[config.mk]
export PLATFORM = sky130hd
export DESIGN_NAME = seg_scan_driver
export DESIGN_NICKNAME = d
export VERILOG_FILES = /design/src/rtl/seg_scan_driver.sv
export SDC_FILE = /design/constraint.sdc
export NUM_CORES = 1
export LEC_CHECK = 0
export CAP_MARGIN = 40
export CORE_MARGIN = 1.5
export CORE_UTILIZATION = 52
export CTS_CLUSTER_DIAMETER = 120
export DETAILED_ROUTE_END_ITERATION = 10
export GPL_TIMING_DRIVEN = 1
export HOLD_SLACK_MARGIN = 0.02
export PLACE_DENSITY = 0.75
export SKIP_LAST_GASP = 1
export SLEW_MARGIN = 30
export SYNTH_ARGS = -nofsm -noshare
export SYNTH_HDL_FRONTEND = slang
export SYNTH_SLANG_ARGS = --single-unit
[constraint.sdc]
create_clock -name clk -period 6.15 [get_ports clk]
set_input_delay 1.23 -clock clk [delete_from_list [all_inputs] [get_ports clk]]
set_output_delay 1.23 -clock clk [all_outputs]
set_load 0.01 [all_outputs]
[src/rtl/seg_scan_driver.sv]
// seg_scan_driver: 4-digit seven-segment scan driver with anti-ghost blanking, PWM brightness and blink.
// Rev 1.0
`default_nettype none

module seg_scan_driver #(
  parameter int SCAN_DIV     = 100000,
  parameter int BLANK_CYC    = 1000,
  parameter int BLINK_FRAMES = 125
) (
  input  logic       clk,
  input  logic       reset,
  input  logic [7:0] d0,
  input  logic [7:0] d1,
  input  logic [7:0] d2,
  input  logic [7:0] d3,
  input  logic [3:0] dp_mask,
  input  logic [3:0] blink_mask,
  input  logic       blink_en,
  input  logic [2:0] bright,
  output logic [6:0] seg,
  output logic [3:0] an,
  output logic       dp,
  output logic       frame_tick
);

  localparam int             CW       = $clog2(SCAN_DIV);
  localparam int             FW       = (BLINK_FRAMES > 1) ? $clog2(BLINK_FRAMES) : 1;
  localparam logic [CW-1:0]  CNT_MAX  = CW'(SCAN_DIV - 1);
  localparam logic [FW-1:0]  FRM_MAX  = FW'(BLINK_FRAMES - 1);
  localparam logic [31:0]    SPAN     = 32'(SCAN_DIV - BLANK_CYC);
  localparam logic [31:0]    BLANK_LO = 32'(BLANK_CYC);
  localparam logic [3:0]     AN_ONE   = 4'b0001;
  localparam logic [7:0]     CODE_RST = 8'h10;

  logic [CW-1:0]  cnt;
  logic [1:0]     idx;
  logic [FW-1:0]  frame_cnt;
  logic           phase;

  logic [3:0][7:0] sh_code;
  logic [3:0]      sh_dp;
  logic [3:0]      sh_blink;
  logic            sh_blink_en;
  logic [2:0]      sh_bright;

  logic           frame_start;
  logic           frame_end;
  logic [7:0]     code;
  logic [6:0]     pat;
  logic [31:0]    on_len;
  logic [31:0]    cnt32;
  logic           in_window;
  logic           blinked;
  logic           lit;

  assign frame_start = (cnt == '0) && (idx == 2'd0);
  assign frame_end   = (cnt == CNT_MAX) && (idx == 2'd3);

  // Scan position and blink timing; the blink counter advances at the end of each frame so
  // the first frame after reset is frame 0 of the lit half-period.
  always_ff @(posedge clk or posedge reset) begin
    if (reset) begin
      cnt       <= '0;
      idx       <= 2'd0;
      frame_cnt <= '0;
      phase     <= 1'b0;
    end else begin
      if (cnt == CNT_MAX) begin
        cnt <= '0;
        idx <= idx + 2'd1;
      end else begin
        cnt <= cnt + CW'(1);
      end
      if (frame_end) begin
        if (frame_cnt == FRM_MAX) begin
          frame_cnt <= '0;
          phase     <= ~phase;
        end else begin
          frame_cnt <= frame_cnt + FW'(1);
        end
      end
    end
  end

  always_ff @(posedge clk or posedge reset) begin
    if (reset) begin
      sh_code     <= {4{CODE_RST}};
      sh_dp       <= 4'h0;
      sh_blink    <= 4'h0;
      sh_blink_en <= 1'b0;
      sh_bright   <= 3'd0;
    end else if (frame_start) begin
      sh_code     <= {d3, d2, d1, d0};
      sh_dp       <= dp_mask;
      sh_blink    <= blink_mask;
      sh_blink_en <= blink_en;
      sh_bright   <= bright;
    end
  end

  assign code = sh_code[idx];

  always_comb begin
    pat = 7'h00;
    if (code[7]) begin
      pat = code[6:0];
    end else begin
      case (code)
        8'h00:   pat = 7'h3F;
        8'h01:   pat = 7'h06;
        8'h02:   pat = 7'h5B;
        8'h03:   pat = 7'h4F;
        8'h04:   pat = 7'h66;
        8'h05:   pat = 7'h6D;
        8'h06:   pat = 7'h7D;
        8'h07:   pat = 7'h07;
        8'h08:   pat = 7'h7F;
        8'h09:   pat = 7'h6F;
        8'h0A:   pat = 7'h77;
        8'h0B:   pat = 7'h7C;
        8'h0C:   pat = 7'h39;
        8'h0D:   pat = 7'h5E;
        8'h0E:   pat = 7'h79;
        8'h0F:   pat = 7'h71;
        8'h11:   pat = 7'h40;
        default: pat = 7'h00;
      endcase
    end
  end

  // Lit window starts after the blanking gap, so idx changes only while anodes are off.
  assign on_len    = (SPAN * (32'(sh_bright) + 32'd1)) >> 3;
  assign cnt32     = 32'(cnt);
  assign in_window = (cnt32 >= BLANK_LO) && (cnt32 < (BLANK_LO + on_len));
  assign blinked   = sh_blink_en & sh_blink[idx] & phase;
  assign lit       = in_window & ~blinked;

  always_ff @(posedge clk or posedge reset) begin
    if (reset) begin
      an         <= 4'hF;
      seg        <= 7'h7F;
      dp         <= 1'b1;
      frame_tick <= 1'b0;
    end else begin
      frame_tick <= frame_start;
      if (lit) begin
        an  <= ~(AN_ONE << idx);
        seg <= ~pat;
        dp  <= ~sh_dp[idx];
      end else begin
        an  <= 4'hF;
        seg <= 7'h7F;
        dp  <= 1'b1;
      end
    end
  end

endmodule

`default_nettype wire

==> CHANGELOG.md, run 1 <==
### Metrics

* MaxCap Viol Count at 0
* GR peak layer: met2
* Measured slew at the worst slew-check pin at 613 ps
* Minimum clock period at a little over 5000 ps
* Worst slew margin relative to its limit at 59.2%
* CTS Buf Count at 9
* Registers at 84
* R2R setup slack at about 960 ps
* RePlAce Congestion at 0.865
* Leak at 0.00260 uW
* Cell total in the yosys stat output at 473
* Cycle use final at 84.4%
* Clock Path Buffers at 2
* CTS tree: yes
* Fraction of registers with async set/reset at 100%
* Post-cts sizing count at 0
* Core Util, Final at 63.0%
* Comb area leader: multiplexers
* Area leader share at about a third
* Fin area at 0.00616 mm^2
* Antenna violations before repair at 0
* H-tree depth at 3
* # diodes at 0
* Most frequent CP cell: ha_1
* Non-clk bufs at 63
* Critical path endpoint category: flop
* Path type of the worst setup path: reg -> reg
* EDFF count, synth at 0
* Ys Warns at 0
* Critical Path Source: sh_bright[1]$_DFFE_PP0P_
* Top cells by area: dfrtp_1 32%, ha_1 14%, dfstp_2 8.0%, mux2_1 6.0%, mux4_2 4.3%
* Gr usage total at 21.5%
* Clock Skew at 14.4 ps
* Synthesized instance count at 473
* Clk ins delay skew pair at 360 ps
* Die Wd at 104 um
* CP max stage delay at ~540 ps
* Yosys simple share at between 10% and 20%
* Min-Delay Path Class: reg -> reg
* Die Height at approximately 100 um
* First-pass DRT Iterations at 5
* Startpoint class of the critical path: flop
* Buffering overhead at 10.2%
* Fill cells at roughly 770
* Clkbuf count at 10
* Fraction of area in multi-input gates at 47.5%
* Power Density at 198 mW/mm^2
* Number of global-route vias before repair at 3883
* RSZ-0062 raised after global routing: false
* Outcome: complete, no violations
* Most common reg cell: dfrtp_1
* Hold Vio Cnt, Final at 0
* Net Sw Frac at 28.3%
* Routed vias/inst at 5.77
* Worst-path cell with the longest stage delay: dfrtp_1
* Metal-1 WL at 5050 um
* Min-Delay Startpoint: sh_code[17]$_DFFE_PP0P_
* Final TNS setup at 0 ps
* Adders+Majority by Area at 14.7%
* Seq group at 579 uW
* Root Buffer: clkbuf_8
* Post-DR wirelength/cell at 16.3 um
* Area Growth Syn to Fin at 17.1%
* Global-route wire length before repair at 18800 um
* Die ar. at approximately 0.011 mm^2
* Area post-placement at 0.00594 mm^2
* CTS clk-pin slew, worst paths at 90 ps
* Syn_nets at 579
* Yosys stat chip area at 0.00526 mm^2
* DR top layer: met4
* P_int at 877 uW
* Residual DRC at 0
* Yosys cell types at 55
* Met2 GRT Util at 33.6%
* XOR/XNOR Area Share at 5.00%
* Most frequent logic cell in the layout: dfrtp_1
* Delay-heaviest family, CP: adder cells
* ANT nets after route at 0
* Core area at 0.00977 mm^2
* Overflow after GRT at 0
* Power Total at 1220 uW
* Power share of the sequential group at 47.3%
* Comb power frac at between 20 and 25%
* Ratio of cells with drive above 1 in the final layout at 12.9%
* Post-CTS Setup Bufs at 0
* Clk sink count at about 84
* Clock power frac at 32.6%
* Final setup margin at 959 ps
* #FFs+latches synth at about 84
* Hold_ws at 495 ps
* CP bufs+invs at 3
* Slew Limit Fails at 0
* Logic area at 0.00293 mm^2
* TAP cells at between 100 and 150
* Net switching power at 345 uW
* Most frequent cells in the layout: 68 x dfrtp_1, 58 x clkdlybuf4s50_1, 57 x ha_1, 29 x inv_1, 28 x mux2_1
* Post-synth seq share at approximately 40%
* CTS hold repair buffers at 0
* Maximum VDD drop at 124 uV
* Top-count cell post-synth: dfrtp_1
* Max Fanout on Critical Path at 12
* MUX share of area at between 10% and 20%
* Ports at 59
* Setup Slack @ Placement at 1020 ps
* # setup viols final at 0
* Multi-input gates at ~340
* Placed Cells at 650
* Clock-cell share at under 10%
* Num rows at 36
* Port bufs at 58
* Compound Share, Synth at 9.02%
* Max Clock Freq at 0.193 GHz
* Worst Path Required at between 6000 and 7000 ps
* Top power consumer group: registers
* Reg area at 0.00212 mm^2
* Nets at 635
* Detail Placement HPWL at 8200 um
* Cell Area, Synth at between 0.005 and 0.006 mm^2
* Crit path cell chain: ha_1 > xor2_1 > inv_1 > fa_1 > inv_1 > fa_1 > ha_1 > nor3_1 > a21oi_1 > a22oi_1 > nor4b_1 > xnor2_1 > ha_1 > a21oi_1 > o21ai_0 > a221o_1 > a31oi_1 > buf_4 > o2111ai_1
* Largest net degree at the start of global routing at between 70 and 80
## run 1: registers in the layout (all words and copies together), names as in the netlist, 2 cells and up
signal / flops
an: 4
sh_dp: 4
idx: 2
cnt: 17
frame_cnt: 7
sh_code: 32
sh_blink: 4
sh_bright: 3
seg: 7
## run 1: path summary, 6_finish.rpt
kind                            cells after the start                 endpoint
worst max-delay path                               19         seg[2]$_DFF_PP1_
worst max register to register                     19         seg[2]$_DFF_PP1_
worst min-delay path                                1  sh_code[17]$_DFFE_PP0P_
max in group asynchronous                           4         seg[5]$_DFF_PP1_
min in group asynchronous                           2  sh_blink[3]$_DFFE_PP0P_
worst min register to register                      1  sh_code[17]$_DFFE_PP0P_
Fig. 1: run 1, metal 1
The bar under the picture is 20 um long. Supply wires on this layer in gray.
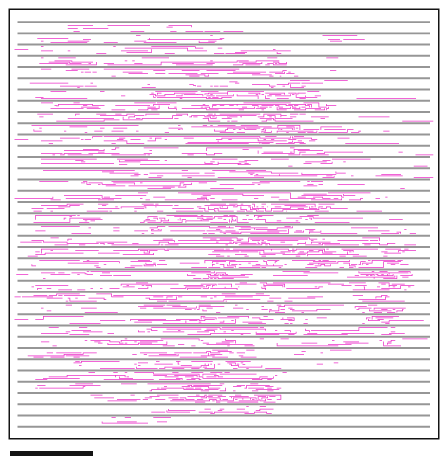
share of all routed wire: 47%
nets with wire on the layer: 563
main direction: horizontal
longest straight run: 37.7 um
met1 GRT Util: 30.4%
routed wire length: 10900 um

Fig. 2: run 1, the metal 3 layer
The bar under the picture is 20 um long.
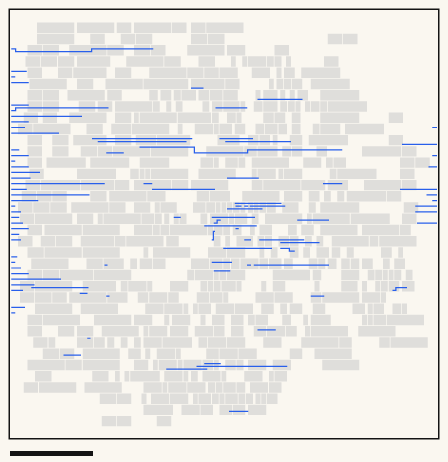
main direction: horizontal
share of all routed wire: 5.8%
longest straight run: 23.9 um
met3 Use GR: 4.78%
vias post-DR: 3847

Fig. 3: run 1, layout detail
The bar under the picture is 10 um long. Region (58, 6) to (98, 46) um. Cells in gray, sequential cells in the stronger gray; small squares are vias.
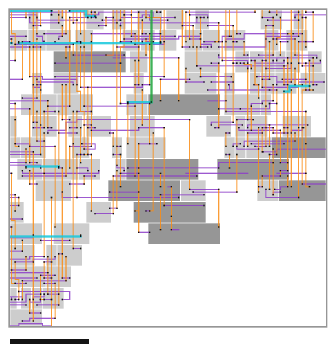
legend:
  met2:
    color: orange
  met1:
    color: purple
  met4:
    color: green
  met3:
    color: cyan
cells with their middle in the window: 87
most frequent: ha_1 (11), dfrtp_1 (9), nor2_1 (8)
sequential cells in the window: 9
netlist names of flops here include: cnt (4), frame_cnt (4)

==> run 2, diff against run 1 <==
Clock period 6.15 ns to 5.29 ns, I/O delays scaled along.
==> CHANGELOG.md, run 2 <==
### Metrics

* P_int at 985 uW (+12%)
* Biggest register: sh_code
* Number of global-route vias before repair at 3834 (-1.3%)
* H-tree depth at 3 (unchanged)
* Clk sink count at 84 (unchanged)
* Worst-path cell with the longest stage delay: fa_1
* Maximum VDD drop at 144 uV (+16%)
* Hold_ws at 495 ps (+0.282 ps)
* Most frequent CP cell: ha_1
* Die Height at 104 um (unchanged)
* Fill cells at 797 (+3.2%)
* Ys Warns at 0 (unchanged)
* Clock Path Buffers at 2 (unchanged)
* Most frequent cells in the layout: 67 x dfrtp_1, 58 x clkdlybuf4s50_1, 57 x ha_1, 29 x inv_1, 28 x mux2_1
* Clock Skew at 14.5 ps (+0.0318 ps)
* Critical Path Source: sh_bright[0]$_DFFE_PP0P_
* Flip-flop count of the largest register after layout at 32 (unchanged)
* Routed wire length at 10600 um (-2.1%)
* Ratio of cells with drive above 1 in the final layout at 13.7% (+0.77 points)
* Worst Hold End: sh_code[0]$_DFFE_PP0P_
* RSZ-0062 raised after global routing: false
* Power Total at 1410 uW (+15%)
* Nets at 634 (-0.16%)
* Fraction of area in multi-input gates at 47.9% (+0.37 points)
* Hold Vio Cnt, Final at 0 (unchanged)
* Overflow after GRT at 0 (unchanged)
* RePlAce Congestion at 0.892 (+3.2%)
* Non-clk bufs at 62 (-1.6%)
* Worst r2r dst: seg[2]$_DFF_PP1_
* EDFF count, synth at 0 (unchanged)
* Min-Delay Startpoint: sh_code[0]$_DFFE_PP0P_
* Fin area at 0.00617 mm^2 (+0.20%)
* Top cells by area: dfrtp_1 32%, ha_1 14%, dfstp_2 8.0%, mux2_1 6.0%, mux4_2 4.3%
* CTS Buf Count at 9 (unchanged)
* Clkbuf count at 9 (-1)
* Delay-heaviest family, CP: adder cells
* Residual DRC at 0 (unchanged)
* Measured slew at the worst slew-check pin at 669 ps (+56.7 ps)
* R2R cell count at 19 (unchanged)
* Registers at 84 (unchanged)
* Biggest regs: sh_code: 32 flops, cnt: 17 flops
* Worst Path Required at 5550 ps (-860 ps)
* Syn_nets at 579 (unchanged)
* R2R setup slack at 480 ps (-480 ps)
* Post-DR wirelength/cell at 16.0 um (-1.9%)
* # setup viols final at 0 (unchanged)
* Crit path cell chain: inv_1 > ha_1 > inv_1 > fa_1 > inv_1 > ha_1 > ha_1 > nand3_1 > o2111ai_1 > a22oi_1 > nor4b_2 > xnor2_1 > ha_1 > a21oi_1 > o21ai_0 > a221o_1 > a31oi_1 > buf_4 > o2111ai_1
* Comb area leader: multiplexers
* Core area at 0.00977 mm^2 (unchanged)
* Path type of the worst setup path: reg -> reg
* CP bufs+invs at 4 (+1)
* Net switching power at 423 uW (+23%)
* Max Fanout on Critical Path at 12 (unchanged)
* Die Wd at 104 um (unchanged)
* ANT nets after route at 0 (unchanged)
* Most common reg cell: dfrtp_1
* Compound Share, Synth at 9.02% (unchanged)
* Top-count cell post-synth: dfrtp_1
* First-pass DRT Iterations at 4 (-1)
* Adders+Majority by Area at 14.7% (unchanged)
* Max Clock Freq at 0.208 GHz (+8.0%)
* Clock-cell share at 3.24% (+0.034 points)
* Gr usage total at 21.2% (-0.31 points)
* Post-CTS Setup Bufs at 0 (unchanged)
* Minimum clock period at 4810 ps (-382 ps)
* Vias post-DR at 3732 (-3.0%)
* Power Density at 228 mW/mm^2 (+15%)
* Slew Limit Fails at 0 (unchanged)
* Critical path endpoint category: flop
* TAP cells at 133 (unchanged)
* Antenna violations before repair at 0 (unchanged)
* Top power consumer group: registers
* CTS hold repair buffers at 0 (unchanged)
* MaxCap Viol Count at 0 (unchanged)
* Most frequent logic cell in the layout: dfrtp_1
* Startpoint class of the critical path: flop
* Yosys simple share at 11.8% (unchanged)
* Buffering overhead at 9.89% (-0.35 points)
* Area post-placement at 0.00594 mm^2 (unchanged)
* Placed Cells at 650 (unchanged)
* Clk ins delay skew pair at 360 ps (about the same)
* Reg area at 0.00212 mm^2 (about the same)
* Comb power frac at 19.9% (-0.2 points)
* Leak at 0.00261 uW (+0.26%)
* Net Sw Frac at 30.0% (+1.8 points)
* Yosys cell types at 55 (unchanged)
* Num rows at 36 (unchanged)
* Largest net degree at the start of global routing at 48 (-32%)
* Cell total in the yosys stat output at 473 (unchanged)
* Post-synth seq share at 40.3% (unchanged)
* Yosys stat chip area at 0.00526 mm^2 (unchanged)
* Stages on worst setup path at 19 (unchanged)
* Power share of the sequential group at 47.8% (+0.5 points)
* Fraction of registers with async set/reset at 100% (unchanged)
* Routed vias/inst at 5.60 (-2.8%)
* Synthesized instance count at 473 (unchanged)
* Outcome: complete, no violations
* Post-cts sizing count at 0 (unchanged)
* Detail Placement HPWL at 8220 um (+0.18%)
* Multi-input gates at 341 (unchanged)
* Seq group at 673 uW (+16%)
* Min-Delay Path Class: reg -> reg
* Die ar. at 0.0107 mm^2 (unchanged)
* Cell Area, Synth at 0.00526 mm^2 (unchanged)
* Hold path cells at 1 (unchanged)
* Clock power frac at 32.3% (-0.3 points)
* Port bufs at 58 (unchanged)
* MUX share of area at 15.1% (unchanged)
* Ports at 59 (unchanged)
* CTS clk-pin slew, worst paths at 100 ps (about the same)
* Final TNS setup at 0 ps (unchanged)
* R2r startpoint: sh_bright[0]$_DFFE_PP0P_
* CP max stage delay at 480 ps (-60 ps)
* Global-route wire length before repair at 18600 um (-0.63%)
* #FFs+latches synth at 84 (unchanged)
* XOR/XNOR Area Share at 5.00% (unchanged)
* Root Buffer: clkbuf_8
* Worst setup endpoint: seg[2]$_DFF_PP1_
-- run 2: cells by family after synthesis --
family | count (synthesis)
adders and majority gates | 60
DFF | 84
muxes | 61
buffers and inverters | 48
xor gates and xnor gates | 30
and+or+nand+nor | 120
AOI/OAI and AO/OA | 70
-- run 2: stage by stage --
stage	util [%]	worst slack, ps
floorplan	-	478
global placement	60.8	369
detailed placement	60.8	165
CTS	62.8	130
global route	63.1	55.8
finish	63.1	481
-- run 2: metal layers --
layer  global-route usage (%)  part of all wire, %  vias up  wire length [um]
li1                         -                    -     1819                 -
met1                     30.4                   48     1784              5070
met2                     32.8                   45      115              4830
met3                     4.22                  5.7       14               605
met4                     6.35                  1.2        0               126
met5                        0                    0        -                 0
Fig. 4: run 2, metal 1
The bar under the picture is 20 um long. Supply wires on this layer in gray.
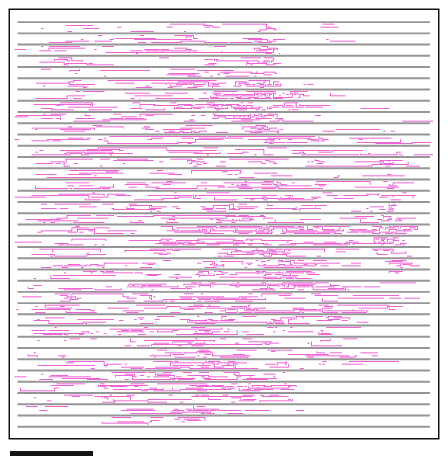
share of all routed wire: 48%
nets with wire on the layer: 549
wire length on this layer: 5070 um
main direction: horizontal

Fig. 5: run 2, gate families picked out
The bar under the picture is 20 um long.
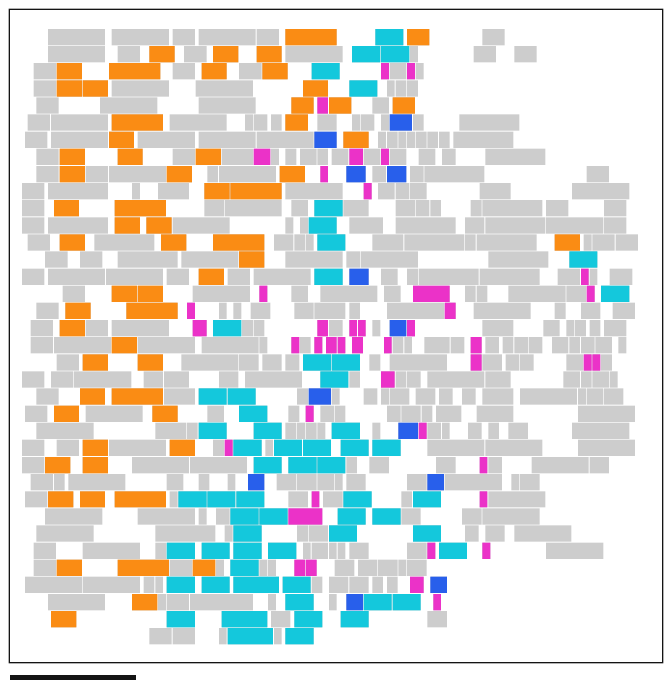
legend:
  NOR gates:
    color: magenta
    cells: 43
    most_used: nor2_1
  adder and majority cells:
    color: cyan
    cells: 60
    most_used: ha_1
  AND-OR and OR-AND gates:
    color: blue
    cells: 12
    most_used: a21o_1
  multiplexers:
    color: orange
    cells: 61
    most_used: mux2_1

Fig. 6: run 2, layout detail
The bar under the picture is 10 um long. Region (58, 6) to (98, 46) um. Cells in gray, sequential cells in the stronger gray; small squares are vias.
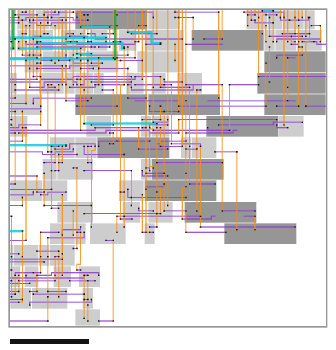
legend:
  met3:
    color: cyan
  met1:
    color: purple
  met2:
    color: orange
  met4:
    color: green
most frequent: dfrtp_1 (13), xnor2_1 (9), ha_1 (7)
sequential cells in the window: 13
netlist names of flops here include: cnt (8), frame_cnt (4)
cells with their middle in the window: 77

==> run 3, diff against run 2 <==
Settings changed: CORE_UTILIZATION 52 to 57, PLACE_DENSITY 0.75 to 0.81.
==> CHANGELOG.md, run 3 <==
### Metrics

* Startpoint class of the critical path: flop
* Leak at 0.00261 uW (about the same)
* RSZ-0062 raised after global routing: false
* Power Density at 227 mW/mm^2 (-0.69%)
* Num rows at 34 (-5.6%)
* R2R cell count at 19 (unchanged)
* Top power consumer group: registers
* MaxCap Viol Count at 0 (unchanged)
* Slew Limit Fails at 0 (unchanged)
* Critical Path Source: sh_bright[0]$_DFFE_PP0P_
* Clock power frac at 30.8% (-1.5 points)
* Biggest register: sh_code
* Post-cts sizing count at 0 (unchanged)
* Hold Vio Cnt, Final at 0 (unchanged)
* Clk sink count at 84 (unchanged)
* Power share of the sequential group at 48.5% (+0.7 points)
* Fill cells at 641 (-20%)
* Largest net degree at the start of global routing at 48 (unchanged)
* Worst r2r dst: seg[2]$_DFF_PP1_
* Comb power frac at 20.7% (+0.8 points)
* Routed vias/inst at 5.99 (+6.9%)
* Worst-path cell with the longest stage delay: dfrtp_1
* Crit path cell chain: ha_1 > xor2_1 > inv_1 > fa_1 > inv_1 > fa_1 > ha_1 > nor3_1 > a21oi_1 > a22oi_1 > nor4b_1 > xnor2_1 > ha_1 > a21oi_1 > o21ai_0 > a221o_1 > a31oi_1 > buf_4 > o2111ai_1
* Port bufs at 58 (unchanged)
* Nets at 636 (+0.32%)
* Metal-1 WL at 4880 um (-3.8%)
* R2r startpoint: sh_bright[0]$_DFFE_PP0P_
* Residual DRC at 0 (unchanged)
* XOR/XNOR Area Share at 5.00% (unchanged)
* Top cells by area: dfrtp_1 32%, ha_1 14%, dfstp_2 8.0%, mux2_1 6.0%, mux4_2 4.3%
* Global-route wire length before repair at 18200 um (-2.2%)
* Ports at 59 (unchanged)
* H-tree depth at 3 (unchanged)
* First-pass DRT Iterations at 6 (+2)
* #FFs+latches synth at 84 (unchanged)
* Yosys cell types at 55 (unchanged)
* Antenna violations before repair at 0 (unchanged)
* Number of global-route vias before repair at 3863 (+0.76%)
* Comb area leader: multiplexers
* Met2 GRT Util at 36.6% (+3.8 points)
* Maximum VDD drop at 161 uV (+12%)
* R2R setup slack at 360 ps (-120 ps)
* RePlAce Congestion at 0.927 (+3.9%)
* Critical path endpoint category: flop
* Worst setup endpoint: seg[2]$_DFF_PP1_
* CP max stage delay at 460 ps (-20 ps)
* Worst Hold End: sh_dp[0]$_DFFE_PP0P_
* CTS hold repair buffers at 0 (unchanged)
* Clk ins delay skew pair at 350 ps (about the same)
* Yosys stat chip area at 0.00526 mm^2 (unchanged)
* Hold_ws at 488 ps (-6.96 ps)
* Net Sw Frac at 28.9% (-1.1 points)
* Most common reg cell: dfrtp_1
* CTS clk-pin slew, worst paths at 90 ps (about the same)
* Most frequent logic cell in the layout: dfrtp_1
* Die Wd at 99.1 um (-4.4%)
* Most frequent CP cell: ha_1
* # setup viols final at 0 (unchanged)
* Final TNS setup at 0 ps (unchanged)
* Core area at 0.00885 mm^2 (-9.5%)
* Detail Placement HPWL at 8130 um (-1.1%)
* Compound Share, Synth at 9.02% (unchanged)
* Overflow after GRT at 0 (unchanged)
* Fraction of registers with async set/reset at 100% (unchanged)
* Gr usage total at 23.4% (+2.2 points)
* Clock Skew at 11.0 ps (-3.45 ps)
* Seq group at 673 uW (about the same)
* Net switching power at 401 uW (-5.3%)
* Met2 WL at 4980 um (+3.1%)
* Root Buffer: clkbuf_8
* Clock Path Buffers at 2 (unchanged)
* Outcome: complete, no violations
* Fin area at 0.00612 mm^2 (-0.83%)
* Final setup margin at 365 ps (-117 ps)
* Die Height at 99.1 um (-4.4%)
* Ratio of cells with drive above 1 in the final layout at 13.5% (-0.24 points)
* EDFF count, synth at 0 (unchanged)
* Ys Warns at 0 (unchanged)
* Reg area at 0.00212 mm^2 (unchanged)
* Path type of the worst setup path: reg -> reg
* Max Fanout on Critical Path at 12 (unchanged)
* Syn_nets at 579 (unchanged)
-- run 3: cell counts after synthesis --
Identical to the previous run, type by type.
-- run 3: final cells by class --
cell class | instances | share of cell area (%)
multi-input cells | 341 | 47.8
flip-flops and latches | 84 | 34.7
repair buffers | 64 | 10.4
clock buffers | 10 | 2.25
well taps | 108 | 2.21
inverters | 30 | 1.86
clock inverters | 6 | 0.716
-- run 3: worst max-delay path: cells and delay by family (launching register included) --
kind,cells,cell delay (ps)
fa+ha+maj,5,1680
xor+xnor,2,510
buf+inv,3,500
simple gates,2,430
compound gates,7,1250
flops,1,460
-- run 3: through the flow --
| step | cells | utilization, % |
|---|---|---|
| floorplan | 473 | - |
| global placement | 626 | 66.9 |
| detailed placement | 626 | 66.9 |
| CTS | 642 | 68.9 |
| global route | 643 | 69.2 |
| finish | 643 | 69.2 |
Fig. 7: run 3, the metal 3 layer
The bar under the picture is 20 um long.
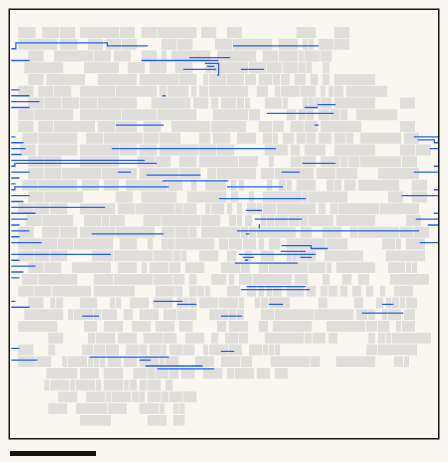
wire length on this layer: 751 um
nets with wire on the layer: 77
share of all routed wire: 7.0%
main direction: horizontal
longest straight run: 41.9 um
met3 Use GR: 6.03%
vias post-DR: 3851
routed wire length: 10700 um

Fig. 8: run 3, gate families picked out
The bar under the picture is 20 um long.
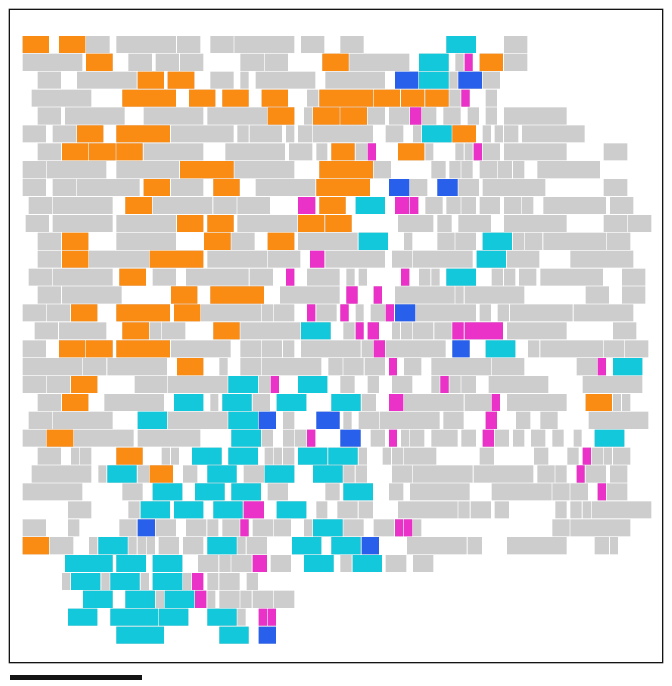
legend:
  multiplexers:
    color: orange
    cells: 61
    most_used: mux2_1
  NOR gates:
    color: magenta
    cells: 43
    most_used: nor2_1
  AND-OR and OR-AND gates:
    color: blue
    cells: 12
    most_used: a21o_1
  adder and majority cells:
    color: cyan
    cells: 60
    most_used: ha_1

Fig. 9: run 3, metal 1
The bar under the picture is 20 um long. Supply wires on this layer in gray.
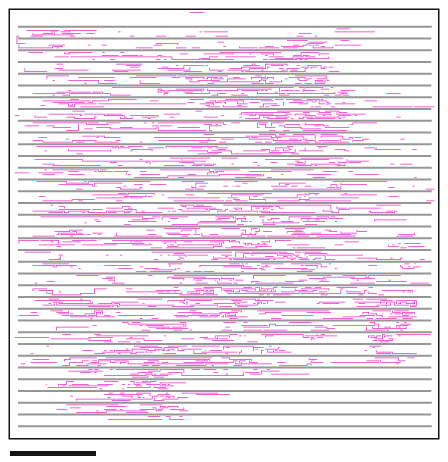
main direction: horizontal
longest straight run: 41.9 um
met1 GRT Util: 32.8%

Power and IR drop assume default switching activity.
